Figure 1. Clock wires, drivers and flops (run 1).
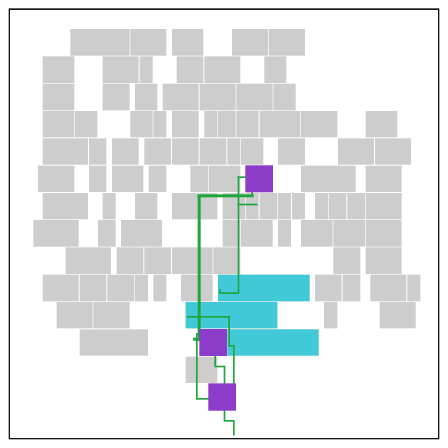
Figure 2. Cell placement (run 1).
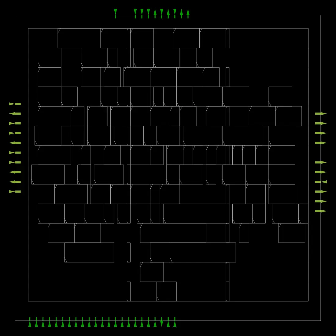
Figure 3. Routed metal, one color a layer (run 1).
Bar = 10 um.
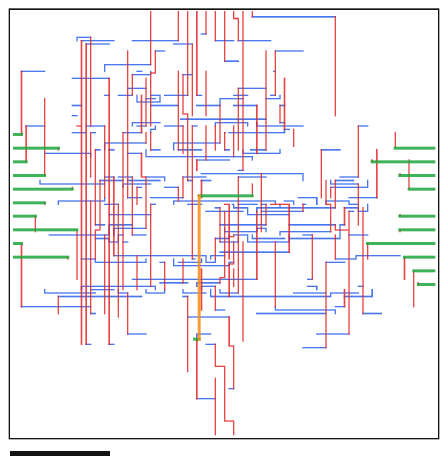
Figure 4. I/O pins on the die edge (run 1).
Pins as bars across the die edge, other pins in gray.
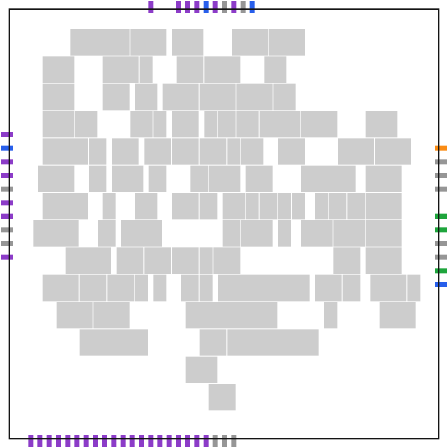
<file path="config.mk">
export PLATFORM = sky130hd
export DESIGN_NAME = mc_ctrl_flat
export DESIGN_NICKNAME = d
export VERILOG_FILES = /design/src/rtl/mc_ctrl_if.sv /design/src/rtl/mc_ctrl.sv /design/src/flat_wrapper.sv
export SDC_FILE = /design/constraint.sdc
export NUM_CORES = 1
export LEC_CHECK = 0
export CORE_MARGIN = 1.5
export CORE_UTILIZATION = 26
export DETAILED_ROUTE_END_ITERATION = 6
export MAX_ROUTING_LAYER = met4
export PLACE_DENSITY = 0.83
export SLEW_MARGIN = 20
export SYNTH_ARGS = -nofsm -noshare
export SYNTH_HDL_FRONTEND = slang
export SYNTH_SLANG_ARGS = --single-unit
</file>
<file path="constraint.sdc">
create_clock -name clk -period 2.15 [get_ports clk]
set_clock_uncertainty 0.05 [all_clocks]
set_input_delay 0.215 -clock clk [delete_from_list [all_inputs] [get_ports clk]]
set_output_delay 0.215 -clock clk [all_outputs]
set_load 0.005 [all_outputs]
</file>
<file path="src/rtl/mc_ctrl_if.sv">
// Control bus of mc_ctrl: instruction/flag inputs and datapath control outputs.
// mem_rdy exists only when MC_CTRL_MEMWAIT_EN is defined.
interface mc_ctrl_if;
    logic [31:0] ins;
    logic        zero;
`ifdef MC_CTRL_MEMWAIT_EN
    logic        mem_rdy;
`endif
    logic        pcWr;
    logic        irWr;
    logic        regWr;
    logic        memWr;
    logic        branch;
    logic        jump;
    logic        regDst;
    logic        aluSrc;
    logic        extOp;
    logic        memtoReg;
    logic [3:0]  aluCtr;
    logic [2:0]  state;
    logic        err;

`ifdef MC_CTRL_MEMWAIT_EN
    modport slave (
        input  ins, zero, mem_rdy,
        output pcWr, irWr, regWr, memWr, branch, jump, regDst, aluSrc,
               extOp, memtoReg, aluCtr, state, err
    );
    modport master (
        output ins, zero, mem_rdy,
        input  pcWr, irWr, regWr, memWr, branch, jump, regDst, aluSrc,
               extOp, memtoReg, aluCtr, state, err
    );
`else
    modport slave (
        input  ins, zero,
        output pcWr, irWr, regWr, memWr, branch, jump, regDst, aluSrc,
               extOp, memtoReg, aluCtr, state, err
    );
    modport master (
        output ins, zero,
        input  pcWr, irWr, regWr, memWr, branch, jump, regDst, aluSrc,
               extOp, memtoReg, aluCtr, state, err
    );
`endif
endinterface

</file>
<file path="src/rtl/mc_ctrl.sv">
// Multi-cycle MIPS-subset control FSM (FETCH/DECODE/EXEC/MEMACC/WBACK).
// Optional feature MC_CTRL_MEMWAIT_EN: memory wait states with a timeout abort.
module mc_ctrl #(
    parameter int unsigned TIMEOUT = 15
) (
    input logic       clk,
    input logic       rst,
    mc_ctrl_if.slave  bus
);

    typedef enum logic [2:0] {
        S_FETCH  = 3'd0,
        S_DECODE = 3'd1,
        S_EXEC   = 3'd2,
        S_MEMACC = 3'd3,
        S_WBACK  = 3'd4
    } state_e;

    localparam logic [5:0] OP_R   = 6'b000000;
    localparam logic [5:0] OP_ORI = 6'b001101;
    localparam logic [5:0] OP_LW  = 6'b100011;
    localparam logic [5:0] OP_SW  = 6'b101011;
    localparam logic [5:0] OP_BEQ = 6'b000100;
    localparam logic [5:0] OP_J   = 6'b000010;

    localparam logic [5:0] F_ADDU = 6'b100001;
    localparam logic [5:0] F_SUBU = 6'b100011;
    localparam logic [5:0] F_AND  = 6'b100100;
    localparam logic [5:0] F_OR   = 6'b100101;
    localparam logic [5:0] F_SLT  = 6'b101010;

    function automatic logic funct_ok(input logic [5:0] fn);
        case (fn)
            F_ADDU, F_SUBU, F_AND, F_OR, F_SLT: funct_ok = 1'b1;
            default:                            funct_ok = 1'b0;
        endcase
    endfunction

    function automatic logic [3:0] alu_dec(input logic [5:0] op, input logic [5:0] fn);
        case (op)
            OP_R: begin
                case (fn)
                    F_SUBU:  alu_dec = 4'b0001;
                    F_AND:   alu_dec = 4'b0011;
                    F_OR:    alu_dec = 4'b0010;
                    F_SLT:   alu_dec = 4'b0100;
                    default: alu_dec = 4'b0000;
                endcase
            end
            OP_ORI:  alu_dec = 4'b0010;
            OP_BEQ:  alu_dec = 4'b0001;
            default: alu_dec = 4'b0000;
        endcase
    endfunction

    state_e     r_state;
    logic [5:0] w_op;
    logic [5:0] w_fn;
    logic       w_is_r;
    logic       w_is_ori;
    logic       w_is_lw;
    logic       w_is_sw;
    logic       w_is_beq;
    logic       w_is_j;
    logic       w_legal;
    logic       w_rdy;
    logic       w_timeout;
    logic       w_unused;

    assign w_op     = bus.ins[31:26];
    assign w_fn     = bus.ins[5:0];
    assign w_is_r   = (w_op == OP_R) && funct_ok(w_fn);
    assign w_is_ori = (w_op == OP_ORI);
    assign w_is_lw  = (w_op == OP_LW);
    assign w_is_sw  = (w_op == OP_SW);
    assign w_is_beq = (w_op == OP_BEQ);
    assign w_is_j   = (w_op == OP_J);
    assign w_legal  = w_is_r | w_is_ori | w_is_lw | w_is_sw | w_is_beq | w_is_j;

    // zero steers the PC mux in the datapath, never the controller.
    assign w_unused = ^{bus.zero, bus.ins[25:6], TIMEOUT[0]};

`ifdef MC_CTRL_MEMWAIT_EN
    logic [3:0] r_wait_cnt;
    logic       w_waiting;

    assign w_rdy     = bus.mem_rdy;
    assign w_waiting = (r_state == S_FETCH) || (r_state == S_MEMACC);
    assign w_timeout = w_waiting && !w_rdy && (r_wait_cnt == 4'(TIMEOUT - 1));

    // Wait-cycle counter for the current memory access; clears whenever the state is left.
    always_ff @(posedge clk or negedge rst) begin
        if (!rst) begin
            r_wait_cnt <= 4'd0;
        end else if (w_waiting && !w_rdy && !w_timeout) begin
            r_wait_cnt <= r_wait_cnt + 4'd1;
        end else begin
            r_wait_cnt <= 4'd0;
        end
    end
`else
    assign w_rdy     = 1'b1;
    assign w_timeout = 1'b0;
`endif

    // Control FSM state register and next-state selection.
    always_ff @(posedge clk or negedge rst) begin
        if (!rst) begin
            r_state <= S_FETCH;
        end else begin
            case (r_state)
                S_FETCH: begin
                    r_state <= w_rdy ? S_DECODE : S_FETCH;
                end
                S_DECODE: begin
                    if (w_is_j || !w_legal) r_state <= S_FETCH;
                    else                    r_state <= S_EXEC;
                end
                S_EXEC: begin
                    if (w_is_beq)               r_state <= S_FETCH;
                    else if (w_is_lw || w_is_sw) r_state <= S_MEMACC;
                    else                        r_state <= S_WBACK;
                end
                S_MEMACC: begin
                    if (w_rdy)          r_state <= w_is_sw ? S_FETCH : S_WBACK;
                    else if (w_timeout) r_state <= S_FETCH;
                    else                r_state <= S_MEMACC;
                end
                S_WBACK: r_state <= S_FETCH;
                default: r_state <= S_FETCH;
            endcase
        end
    end

    // Write enables and err are gated by rst so they drop the instant reset asserts.
    assign bus.pcWr     = rst && (((r_state == S_FETCH) && w_rdy) ||
                                  ((r_state == S_DECODE) && w_is_j) ||
                                  ((r_state == S_EXEC) && w_is_beq));
    assign bus.irWr     = rst && (r_state == S_FETCH) && w_rdy;
    assign bus.regWr    = rst && (r_state == S_WBACK);
    assign bus.memWr    = rst && (r_state == S_MEMACC) && w_is_sw && w_rdy;
    assign bus.err      = rst && (((r_state == S_DECODE) && !w_legal) || w_timeout);
    assign bus.branch   = (r_state == S_EXEC) && w_is_beq;
    assign bus.jump     = (r_state == S_DECODE) && w_is_j;
    assign bus.regDst   = w_is_r;
    assign bus.aluSrc   = w_is_ori | w_is_lw | w_is_sw;
    assign bus.extOp    = w_is_lw | w_is_sw;
    assign bus.memtoReg = w_is_lw;
    assign bus.aluCtr   = alu_dec(w_op, w_fn);
    assign bus.state    = r_state;

endmodule
</file>
<file path="src/flat_wrapper.sv">
// flat-port wrapper written by rule: the top's interface ports become plain ports
module mc_ctrl_flat 
#(
    parameter int unsigned TIMEOUT = 15
)
  (clk, rst, bus_ins, bus_zero, bus_pcWr, bus_irWr, bus_regWr, bus_memWr, bus_branch, bus_jump, bus_regDst, bus_aluSrc, bus_extOp, bus_memtoReg, bus_aluCtr, bus_state, bus_err);
  mc_ctrl_if bus_i ();
  input logic clk;
  input logic rst;
  input wire logic [$bits(bus_i.ins)-1:0] bus_ins;
  input wire logic [$bits(bus_i.zero)-1:0] bus_zero;
  output wire logic [$bits(bus_i.pcWr)-1:0] bus_pcWr;
  output wire logic [$bits(bus_i.irWr)-1:0] bus_irWr;
  output wire logic [$bits(bus_i.regWr)-1:0] bus_regWr;
  output wire logic [$bits(bus_i.memWr)-1:0] bus_memWr;
  output wire logic [$bits(bus_i.branch)-1:0] bus_branch;
  output wire logic [$bits(bus_i.jump)-1:0] bus_jump;
  output wire logic [$bits(bus_i.regDst)-1:0] bus_regDst;
  output wire logic [$bits(bus_i.aluSrc)-1:0] bus_aluSrc;
  output wire logic [$bits(bus_i.extOp)-1:0] bus_extOp;
  output wire logic [$bits(bus_i.memtoReg)-1:0] bus_memtoReg;
  output wire logic [$bits(bus_i.aluCtr)-1:0] bus_aluCtr;
  output wire logic [$bits(bus_i.state)-1:0] bus_state;
  output wire logic [$bits(bus_i.err)-1:0] bus_err;
  assign bus_i.ins = bus_ins;
  assign bus_i.zero = bus_zero;
  assign bus_pcWr = bus_i.pcWr;
  assign bus_irWr = bus_i.irWr;
  assign bus_regWr = bus_i.regWr;
  assign bus_memWr = bus_i.memWr;
  assign bus_branch = bus_i.branch;
  assign bus_jump = bus_i.jump;
  assign bus_regDst = bus_i.regDst;
  assign bus_aluSrc = bus_i.aluSrc;
  assign bus_extOp = bus_i.extOp;
  assign bus_memtoReg = bus_i.memtoReg;
  assign bus_aluCtr = bus_i.aluCtr;
  assign bus_state = bus_i.state;
  assign bus_err = bus_i.err;
  mc_ctrl #(.TIMEOUT(TIMEOUT)) u_core (.clk(clk), .rst(rst), .bus(bus_i));
endmodule
</file>
==> qor.txt, run 1 <==
status - complete, no violations
Worst EP required - 1880 ps
Non-clk bufs - 43
CTS H-tree lvls - 1
Flops after synth - 3
post-CTS resize count - 9
clock transition at the registers of the reported paths - 40 ps
sequential fraction of the synthesis area - 18.35%
pre-CTS WS - -192.1 ps
flop share of the area - 8.772%
Worst Reg-to-Reg Cells - 3
CTS tree - yes
Post-Place Cells - 113
r2r startpoint - u_core.bus.state[1]$_DFF_PN0_
# setup viols final - 0
final hold violation count - 0
number of cells in Yosys stat - 57
# DRC - 0
total number of vias - 572
Setup crit end - bus_regDst
met2 wire len - 652 um
period utilization - 94.53%
CTS sink count - 3
PwrDens - 456.7 nW/um2
Post-Syn Instances - 57
stage-log warning count - 47
Layout non-clock buf frac - 46.64%
fillcell total - 143
FF+latch area - 75.07 um2
WL met3 - 73 um
Rows - 14
reg-to-reg slack, setup - 1000 ps
# nets final - 138
DR iter-0 viols - 5
Layout area overhead - 109.2%
Fin Setup TNS - 0 ps
drt total wl - 1248 um
design area - 855.8 um2
synthesized area per cell - 7.178 um2
crit start category - input pin
initial antenna violation count - 0
clock root cell - clkbuf_4
Finished Layout Cells - 118
synth warn - 0
Die ar. - 1821 um2
antenna fix cells - 0
gr busiest metal - met2
Max IR drop VDD - 0.0002428 V
multi-input gate share of total cell area - 38.74%
hold crit path type - input pin to async pin
arrival time worst endpoint - 1770 ps
grt met3 use - 2.553%
worst-skew pair later-pin latency - 240 ps
layout cells sized above 1 - 24.51%
max-cap violations - 0
RePlAce Congestion - 0.7831
Clock Tree Buf Depth - 2
#MultiIn Comb - 51
Main logic family - simple AND/OR/NAND/NOR gates
dominant class by area - non-clock buffers
Pre-Place Util - 27.48%
Core Footprint - 1489 um2
critical-path maximum fanout - 3
DP HPWL - 984.7 um
Worst R2R End - u_core.bus.state[1]$_DFF_PN0_
Setup CP Type - input pin to output pin
leakage - 0.3969 nW
post-route minimum period - 2032 ps
YS chip area - 409.1 um2
GR Util met1 - 17.66%
Max Fclk - 0.4920 GHz
synthesized area - 409.1 um2
mux share - 2.752%
seq_cells - 3
GRT overflow - 0
XOR Share, Synth - 2.141%
RSZ-0062 raised after global routing - no
first-pass GRT wire length - 2125 um
met1 WL - 508 um
max reg flops - 3
largest net degree at the start of global routing - 10
yosys aoi share - 15.29%
max-slew violations - 0
hold buffers post-CTS - 0
clock network area share - 3.070%
WL per Instance - 10.58 um
dpl cell area - 800.8 um2
Syn Nets - 92
clock buffers - 4
yosys adder share - 0%
fin worst setup slack - 117.7 ps
AND/OR/NAND/NOR Cells, Area Fraction - 55.05%
post-route antenna net violation count - 0
MI comb area - 331.6 um2
setup bufs post-CTS - 1
Vias/cell - 4.847
met2 Track Usage GR - 25.76%
CTS Buf Count - 3
top sig layer - met4
CP startpoint - bus_ins[3]
-- Figure 1 (at the start) --
[cells driving clock nets] purple | count: 3
[clock wires] green | length: 73.2 um
[flip-flops] cyan | count: 3
routed clock nets: 4

-- Figure 2 (at the start) --
fin util: 57.48%
Tapcells: 16

-- Figure 3 (at the start) --
[met2] red | wire length: 653 um
[met1] blue | wire length: 509 um
[met3] green | wire length: 73.6 um
[met4] orange | wire length: 14.3 um

-- Figure 4 (at the start) --
[`bus_aluCtr`] blue | pins: 4 | direction: output | edge: 2 top, 1 left, 1 right
[`bus_ins`] purple | pins: 32 | direction: input | edge: 20 bottom, 6 top, 6 left
[`bus_err`] orange | pins: 1 | direction: output | edge: right
[`bus_state`] green | pins: 3 | direction: output | edge: right
port bufs: 30
die width: 42.67 um
chip height: 42.67 um

[run 1: power by group]
| part | leakage (nW) | internal, mW | switching [mW] | total, mW |
|---|---|---|---|---|
| Sequential | 0.0397 | 0.0682 | 0.00726 | 0.0754 |
| Clock | 0.0150 | 0.0697 | 0.0324 | 0.102 |
| Combinational | 0.342 | 0.123 | 0.0899 | 0.213 |
| Total | 0.397 | 0.261 | 0.130 | 0.391 |
[run 1: layout by cell type (no fill, tap or decap), types with 2 or more instances in the layout]
cell,instances
nor3_1,6
nand3_1,2
clkbuf_4,3
dlygate4sd2_1,7
a21oi_1,3
clkdlybuf4s50_1,19
nand4_1,2
dfrtp_1,3
nand2b_1,4
nand2_1,3
or2b_2,2
nor2_1,10
buf_4,13
dlymetal6s2s_1,4
[run 1: stage by stage]
step | hold slack, ps | utilization (%)
2_1_floorplan | -130.6 | -
3_3_place_gp | 461.9 | 53.78
3_5_place_dp | 452.4 | 53.78
4_1_cts | 211.8 | 56.05
5_1_grt | 221.5 | 57.48
6_report | 208.4 | 57.48
[run 1: synthesized netlist by cell type, drive strengths merged]
library cell,number,area share [%]
a211oi,1,1.8
a21oi,3,3.7
a22oi,1,1.8
a31o,1,2.1
a31oi,1,1.5
buf,2,4.6
conb,1,0.92
dfrtp,3,18
inv,1,0.92
mux2,1,2.8
nand2,3,2.8
nand2b,4,6.1
nand3,3,4.9
nand3b,1,1.8
nand4,2,3.1
nor2,11,10
nor2b,1,1.5
nor3,7,9.8
nor3b,1,3.1
nor4b,1,3.7
nor4bb,1,2.4
o21ai,2,2.4
o31ai,1,1.8
or2b,2,4.3
or3,1,1.5
xnor2,1,2.1
[run 1: worst max-delay path: stages]
cell,delay (ps)
clkdlybuf4s50_1,500
nor4bb_1,350
nor2_1,110
nor2_1,100
clkdlybuf4s50_1,500
==> run 1 -> run 2 <==
--- a/config.mk
+++ b/config.mk
@@ -5,7 +5,8 @@
 export SDC_FILE = /design/constraint.sdc
 export NUM_CORES = 1
 export LEC_CHECK = 0
-export CORE_MARGIN = 1.5
+export CAP_MARGIN = 10
+export CORE_MARGIN = 3
 export CORE_UTILIZATION = 26
 export DETAILED_ROUTE_END_ITERATION = 6
 export MAX_ROUTING_LAYER = met4
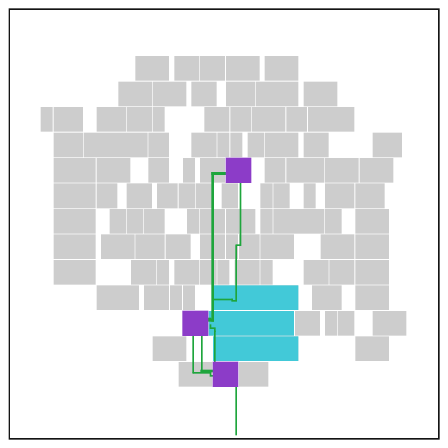
Figure 5: run 2, clock wires, drivers and flops.
[clock wires] green | length: 65.8 um
[flip-flops] cyan | count: 3
[cells driving clock nets] purple | count: 3
routed clock nets: 4

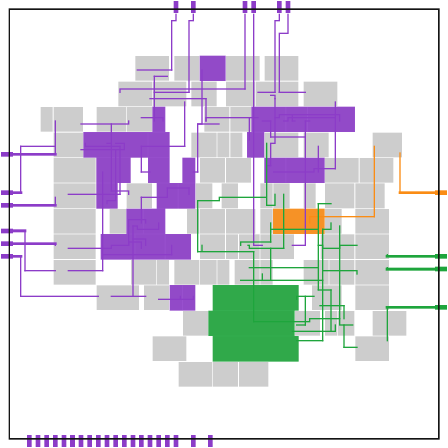
Figure 6: run 2, nets reached from selected ports.
[`bus_state`] green | direction: output | edge: right | end cells: 3 | buffers: 4 | wire: 178 um
[`bus_err`] orange | direction: output | edge: right | end cells: 1 | buffers: 1 | wire: 22.9 um
[`bus_ins`] purple | direction: input | edge: 20 bottom, 6 top, 6 left | end cells: 23 | buffers: 17 | wire: 366 um
Ports: 53

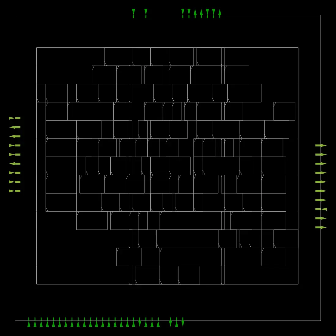
Figure 7: run 2, cell placement.
fillcell total: 115
Finished Layout Cells: 119

==> run 2 against run 1 <==
Final cell count increased by 0.85%. Worst setup slack worse by 8.1 ps. Die area rose by 15%. Global-route usage fell by 0.33 points. Sequential power is 0.5% higher. Clock power about the same. Worst hold slack gained 33 ps. Non-clock buffer count increased by 2. Total power barely moved. Highest routed layer unchanged.
==> qor.txt, run 2 <==
initial antenna violation count - 0
# nets final - 140
first-pass GRT wire length - 2214 um
Worst R2R End - u_core.bus.state[1]$_DFF_PN0_
fin util - 64.25%
Min Hold Slack - 240.9 ps
largest net degree at the start of global routing - 10
dominant cell type by area after synthesis - dfrtp_1
crit start category - input pin
Max Fclk - 0.4901 GHz
Pre-Place Util - 29.59%
clock root cell - clkbuf_4
post-route antenna net violation count - 0
CP Capture Type - output pin
Yosys top cell by instances - nor2_1
chip height - 45.67 um
Post-Syn Instances - 57
pre-CTS WS - -167.8 ps
CTS sink count - 3
critical-path maximum fanout - 3
CTS tree - yes
status - complete, no violations
combinational fraction of design power - 55.3%
Total GRT Usage - 15.08%
Fin Setup TNS - 0 ps
fin worst setup slack - 109.6 ps
Clock Tree Buf Depth - 2
layout cells sized above 1 - 29.81%
Syn Nets - 92
dpl cell area - 799.5 um2
Setup CP Type - input pin to output pin
hold crit path type - input pin to async pin
RePlAce Congestion - 0.7239
max-cap violations - 0
WL per Instance - 11.76 um
port bufs - 30
leakage - 0.4402 nW
top cells by count - nor2_1 (11), nor3_1 (6), nand2b_1 (4)
Die ar. - 2086 um2
# DRC - 0
EDFF count, synth - 0
r2r startpoint - u_core.bus.state[1]$_DFF_PN0_
CTS Buf Count - 3
Rows - 13
Distinct cells, synth - 30
Vias/cell - 5.202
synth warn - 0
GRT overflow - 0
DR iter-0 viols - 13
CTS H-tree lvls - 1
Flop pwr share - 19.4%
PwrDens - 440.3 nW/um2
number of cells in Yosys stat - 57
Max IR drop VDD - 0.0003293 V
dominant logic cell types in the final layout - clkdlybuf4s50_1 (17), buf_4 (15), nor2_1 (10)
sw frac - 33.96%
synthesized area per cell - 7.178 um2
max-slew violations - 0
top cells, area - dfrtp_1 (18%), nor2_1 (10%), nor3_1 (7.3%)
clock network fraction of design power - 25.3%
die width - 45.67 um
Flops after synth - 3
YS chip area - 409.1 um2
post-synth top area share - 18.35%
final hold violation count - 0
CP startpoint - bus_ins[3]
Pint - 258.3 uW
antenna fix cells - 0
clock transition at the registers of the reported paths - 40 ps
vias in the first global route - 558
drt pass-1 iters - 4
FFs w/ async S/R, synth - 100.0%
drt total wl - 1400 um
design area - 888.4 um2
Setup crit end - bus_regDst
period utilization - 94.90%
Psw - 132.8 uW
Post-Place Cells - 112
total number of vias - 619
Worst Reg-to-Reg Cells - 3
post-route minimum period - 2040 ps
most used flip-flop cell - dfrtp_1
RSZ-0062 raised after global routing - no
worst-skew pair later-pin latency - 240 ps
Top cell excl fill/tap - clkdlybuf4s50_1
stage-log warning count - 47
reg-to-reg slack, setup - 970 ps
synthesized area - 409.1 um2
max reg flops - 3
Core Footprint - 1383 um2
DP HPWL - 1080 um
arrival time worst endpoint - 1780 ps
# setup viols final - 0
Worst EP required - 1880 ps
Layout area overhead - 117.1%
final total power - 391.2 uW
sequential fraction of the synthesis area - 18.35%
-- run 2: per-layer routing --
layer  GRT usage [%]  vias to the layer above  wire [um]
li1                -                      300          -
met1           17.45                      292        558
met2           24.23                       25        726
met3           2.372                        2        100
met4           8.772                        0         15
met5               -                        -          0
-- run 2: final cells by class --
type | instances | area (um2) | share of cell area [%]
Clock buffer | 4 | 26.28 | 2.958
Timing Repair Buffer | 45 | 422.9 | 47.61
Inverter | 1 | 3.754 | 0.4225
Sequential cell | 3 | 75.07 | 8.451
Multi-Input combinational cell | 51 | 341.6 | 38.45
Tap cell | 15 | 18.77 | 2.113
-- run 2: power by group through the flow --
stage               registers (mW)  logic, mW  clock network [mW]
CTS                         0.0754      0.212               0.103
global route                0.0772      0.240               0.111
global placement            0.0766      0.212                   0
finish                      0.0758      0.216              0.0990
detailed placement          0.0761      0.218                   0
floorplan                   0.0794      0.106                   0
-- run 2: logic make-up (layout without fill, tap and decap cells) --
group / count (synthesis) / in the layout / synth area share (%)
compound gates: 10 / 10 / 15.29
buf+inv: 3 / 50 / 5.504
other cells: 1 / 1 / 0.9166
mux: 1 / 1 / 2.752
xor+xnor: 1 / 1 / 2.141
flops: 3 / 3 / 18.35
simple gates: 38 / 38 / 55.05
-- run 2: timing repair --
item | 4_1_cts | 5_1_grt
setup buffers | 2 | 1
hold buffers | 0 | 0
endpoints found under the setup margin | 6 | 7
hold endpoints to repair | 0 | 0
pin swaps | 7 | 4
resized | 8 | 11
-- run 2: critical path, stage by stage --
cell             delay, ps
clkdlybuf4s50_1        500
nor4bb_1               340
nor2_1                 110
nor2_1                 100
clkdlybuf4s50_1        500
==> run 2 -> run 3 <==
--- a/config.mk
+++ b/config.mk
@@ -8,6 +8,7 @@
 export CAP_MARGIN = 10
 export CORE_MARGIN = 3
 export CORE_UTILIZATION = 26
+export CTS_CLUSTER_DIAMETER = 200
 export DETAILED_ROUTE_END_ITERATION = 6
 export MAX_ROUTING_LAYER = met4
 export PLACE_DENSITY = 0.83
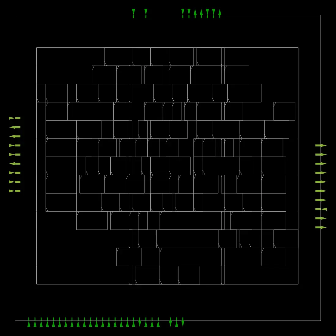
Figure 8: run 3, cell placement.
flop share of the area: 8.451%
fin util: 64.25%
Tapcells: 15
seq_cells: 3

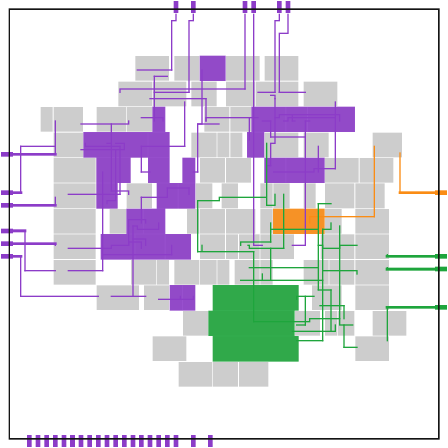
Figure 9: run 3, nets reached from selected ports.
[`bus_err`] orange | direction: output | edge: right | end cells: 1 | buffers: 1 | wire: 22.9 um
[`bus_state`] green | direction: output | edge: right | end cells: 3 | buffers: 4 | wire: 178 um
[`bus_ins`] purple | direction: input | edge: 20 bottom, 6 top, 6 left | end cells: 23 | buffers: 17 | wire: 366 um

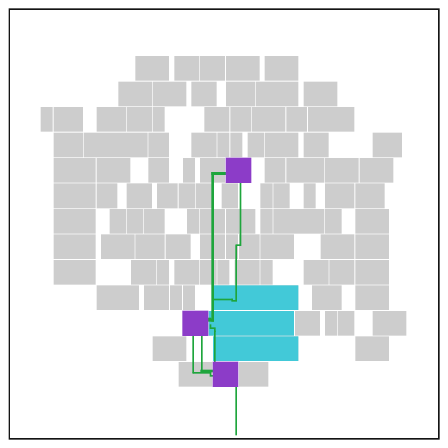
Figure 10: run 3, clock wires, drivers and flops.
[cells driving clock nets] purple | count: 3
[clock wires] green | length: 65.8 um
[flip-flops] cyan | count: 3
routed clock nets: 4
clock network fraction of design power: 25.3%
Clock Power: 99.0 uW
worst-skew pair later-pin latency: 240 ps

==> run 3 against run 2 <==
Register-to-register slack barely moved. Sequential share of layout area did not move. Clock-buffer cell count did not move. Worst setup slack did not move. Critical path depth did not move. Core utilization did not move. Final cell count did not move. Combinational power barely moved. Highest routed layer unchanged.
==> qor.txt, run 3 <==
status - complete, no violations
arrival time worst endpoint - 1780 ps
Clock Tree Buf Depth - 2
dpl cell area - 799.5 um2
Distinct cells, synth - 30
Fin Setup TNS - 0 ps
DR iter-0 viols - 13
largest net degree at the start of global routing - 10
Top cell excl fill/tap - clkdlybuf4s50_1
max reg flops - 3
# setup viols final - 0
EDFF count, synth - 0
layout cells sized above 1 - 29.81%
Layout area overhead - 117.1%
Min Hold Slack - 240.9 ps
total number of vias - 619
post-route antenna net violation count - 0
synthesized area per cell - 7.178 um2
Yosys top cell by instances - nor2_1
hold crit path type - input pin to async pin
Syn Nets - 92
stage-log warning count - 47
chip height - 45.67 um
dominant logic cell types in the final layout - clkdlybuf4s50_1 (17), buf_4 (15), nor2_1 (10)
GRT overflow - 0
top cells, area - dfrtp_1 (18%), nor2_1 (10%), nor3_1 (7.3%)
Total GRT Usage - 15.08%
CTS H-tree lvls - 1
RSZ-0062 raised after global routing - no
Worst path max stage delay - 500 ps
initial antenna violation count - 0
period utilization - 94.90%
Max Fclk - 0.4901 GHz
RePlAce Congestion - 0.7239
die width - 45.67 um
design area - 888.4 um2
Finished Layout Cells - 119
delay-heaviest family, CP - buffers and inverters
clock root cell - clkbuf_4
fin worst setup slack - 109.6 ps
Post-Place Cells - 112
# nets final - 140
CTS sink count - 3
drt total wl - 1400 um
top cells by count - nor2_1 (11), nor3_1 (6), nand2b_1 (4)
WL per Instance - 11.76 um
CTS tree - yes
CTS Buf Count - 3
Max IR drop VDD - 0.0003293 V
Post-Syn Instances - 57
final total power - 391.2 uW
clock transition at the registers of the reported paths - 40 ps
synth warn - 0
critical-path maximum fanout - 3
Crit-path slowest cell - clkdlybuf4s50_1
YS chip area - 409.1 um2
# DRC - 0
synthesized area - 409.1 um2
number of cells in Yosys stat - 57
sequential fraction of the synthesis area - 18.35%
crit start category - input pin
leakage - 0.4402 nW
most used flip-flop cell - dfrtp_1
Setup CP Type - input pin to output pin
Die ar. - 2086 um2
post-route minimum period - 2040 ps
drt pass-1 iters - 4
max-slew violations - 0
dominant cell type by area after synthesis - dfrtp_1
Worst EP required - 1880 ps
WP buf/inv - 2
vias in the first global route - 558
post-synth top area share - 18.35%
first-pass GRT wire length - 2214 um
final hold violation count - 0
hold buffers post-CTS - 0
Core Footprint - 1383 um2
Ports - 53
Rows - 13
antenna fix cells - 0
DP HPWL - 1080 um
Vias/cell - 5.202
crit path cell chain - clkdlybuf4s50_1 > nor4bb_1 > nor2_1 > nor2_1 > clkdlybuf4s50_1
CP Capture Type - output pin
PwrDens - 440.3 nW/um2
max-cap violations - 0
Flops after synth - 3
FFs w/ async S/R, synth - 100.0%
Pre-Place Util - 29.59%
pre-CTS WS - -167.8 ps
port bufs - 30
## run 3: final cells by class
cell class	count	area, um2
Clock buffer	4	26.28
Sequential cell	3	75.07
Tap cell	15	18.77
Fill cell	115	494.2
Timing Repair Buffer	45	422.9
Multi-Input combinational cell	51	341.6
Inverter	1	3.754
## run 3: kinds of logic after synthesis
family / share of synthesized area, %
simple gates: 55.05
compound gates: 15.29
flops: 18.35
buf+inv: 5.504
xor+xnor: 2.141
mux: 2.752
other cells: 0.9166
## run 3: repair_timing
action / CTS / global route
pin swaps: 7 / 4
resized: 8 / 11
setup buffers: 2 / 1
hold endpoints to repair: 0 / 0
setup endpoints to repair: 6 / 7
## run 3: worst paths after layout
check	slack, ps	from	endpoint	cells past startpoint
setup / recovery	110	bus_ins[3]	bus_regDst	5
hold / removal	240	rst	u_core.bus.state[0]$_DFF_PN0_	2
setup reg to reg	970	u_core.bus.state[1]$_DFF_PN0_	u_core.bus.state[1]$_DFF_PN0_	3
hold reg to reg	520	u_core.bus.state[2]$_DFF_PN0_	u_core.bus.state[0]$_DFF_PN0_	1
max in group asynchronous	1700	rst	u_core.bus.state[1]$_DFF_PN0_	2
min in group clk	420	bus_ins[31]	u_core.bus.state[0]$_DFF_PN0_	4
## run 3: report_power, final
part	leakage (nW)	total [mW]	internal, mW	switching, mW
registers	0.0397	0.0758	0.0682	0.00760
clock network	0.0150	0.0990	0.0695	0.0294
logic	0.386	0.216	0.121	0.0958
## run 3: layer usage
layer,track usage [%],wire length [um],vias to the layer above
met5,-,0,-
met3,2.372,100,2
met1,17.45,558,292
met2,24.23,726,25
met4,8.772,15,0
li1,-,-,300
Power is estimated from default activity; no workload was simulated.
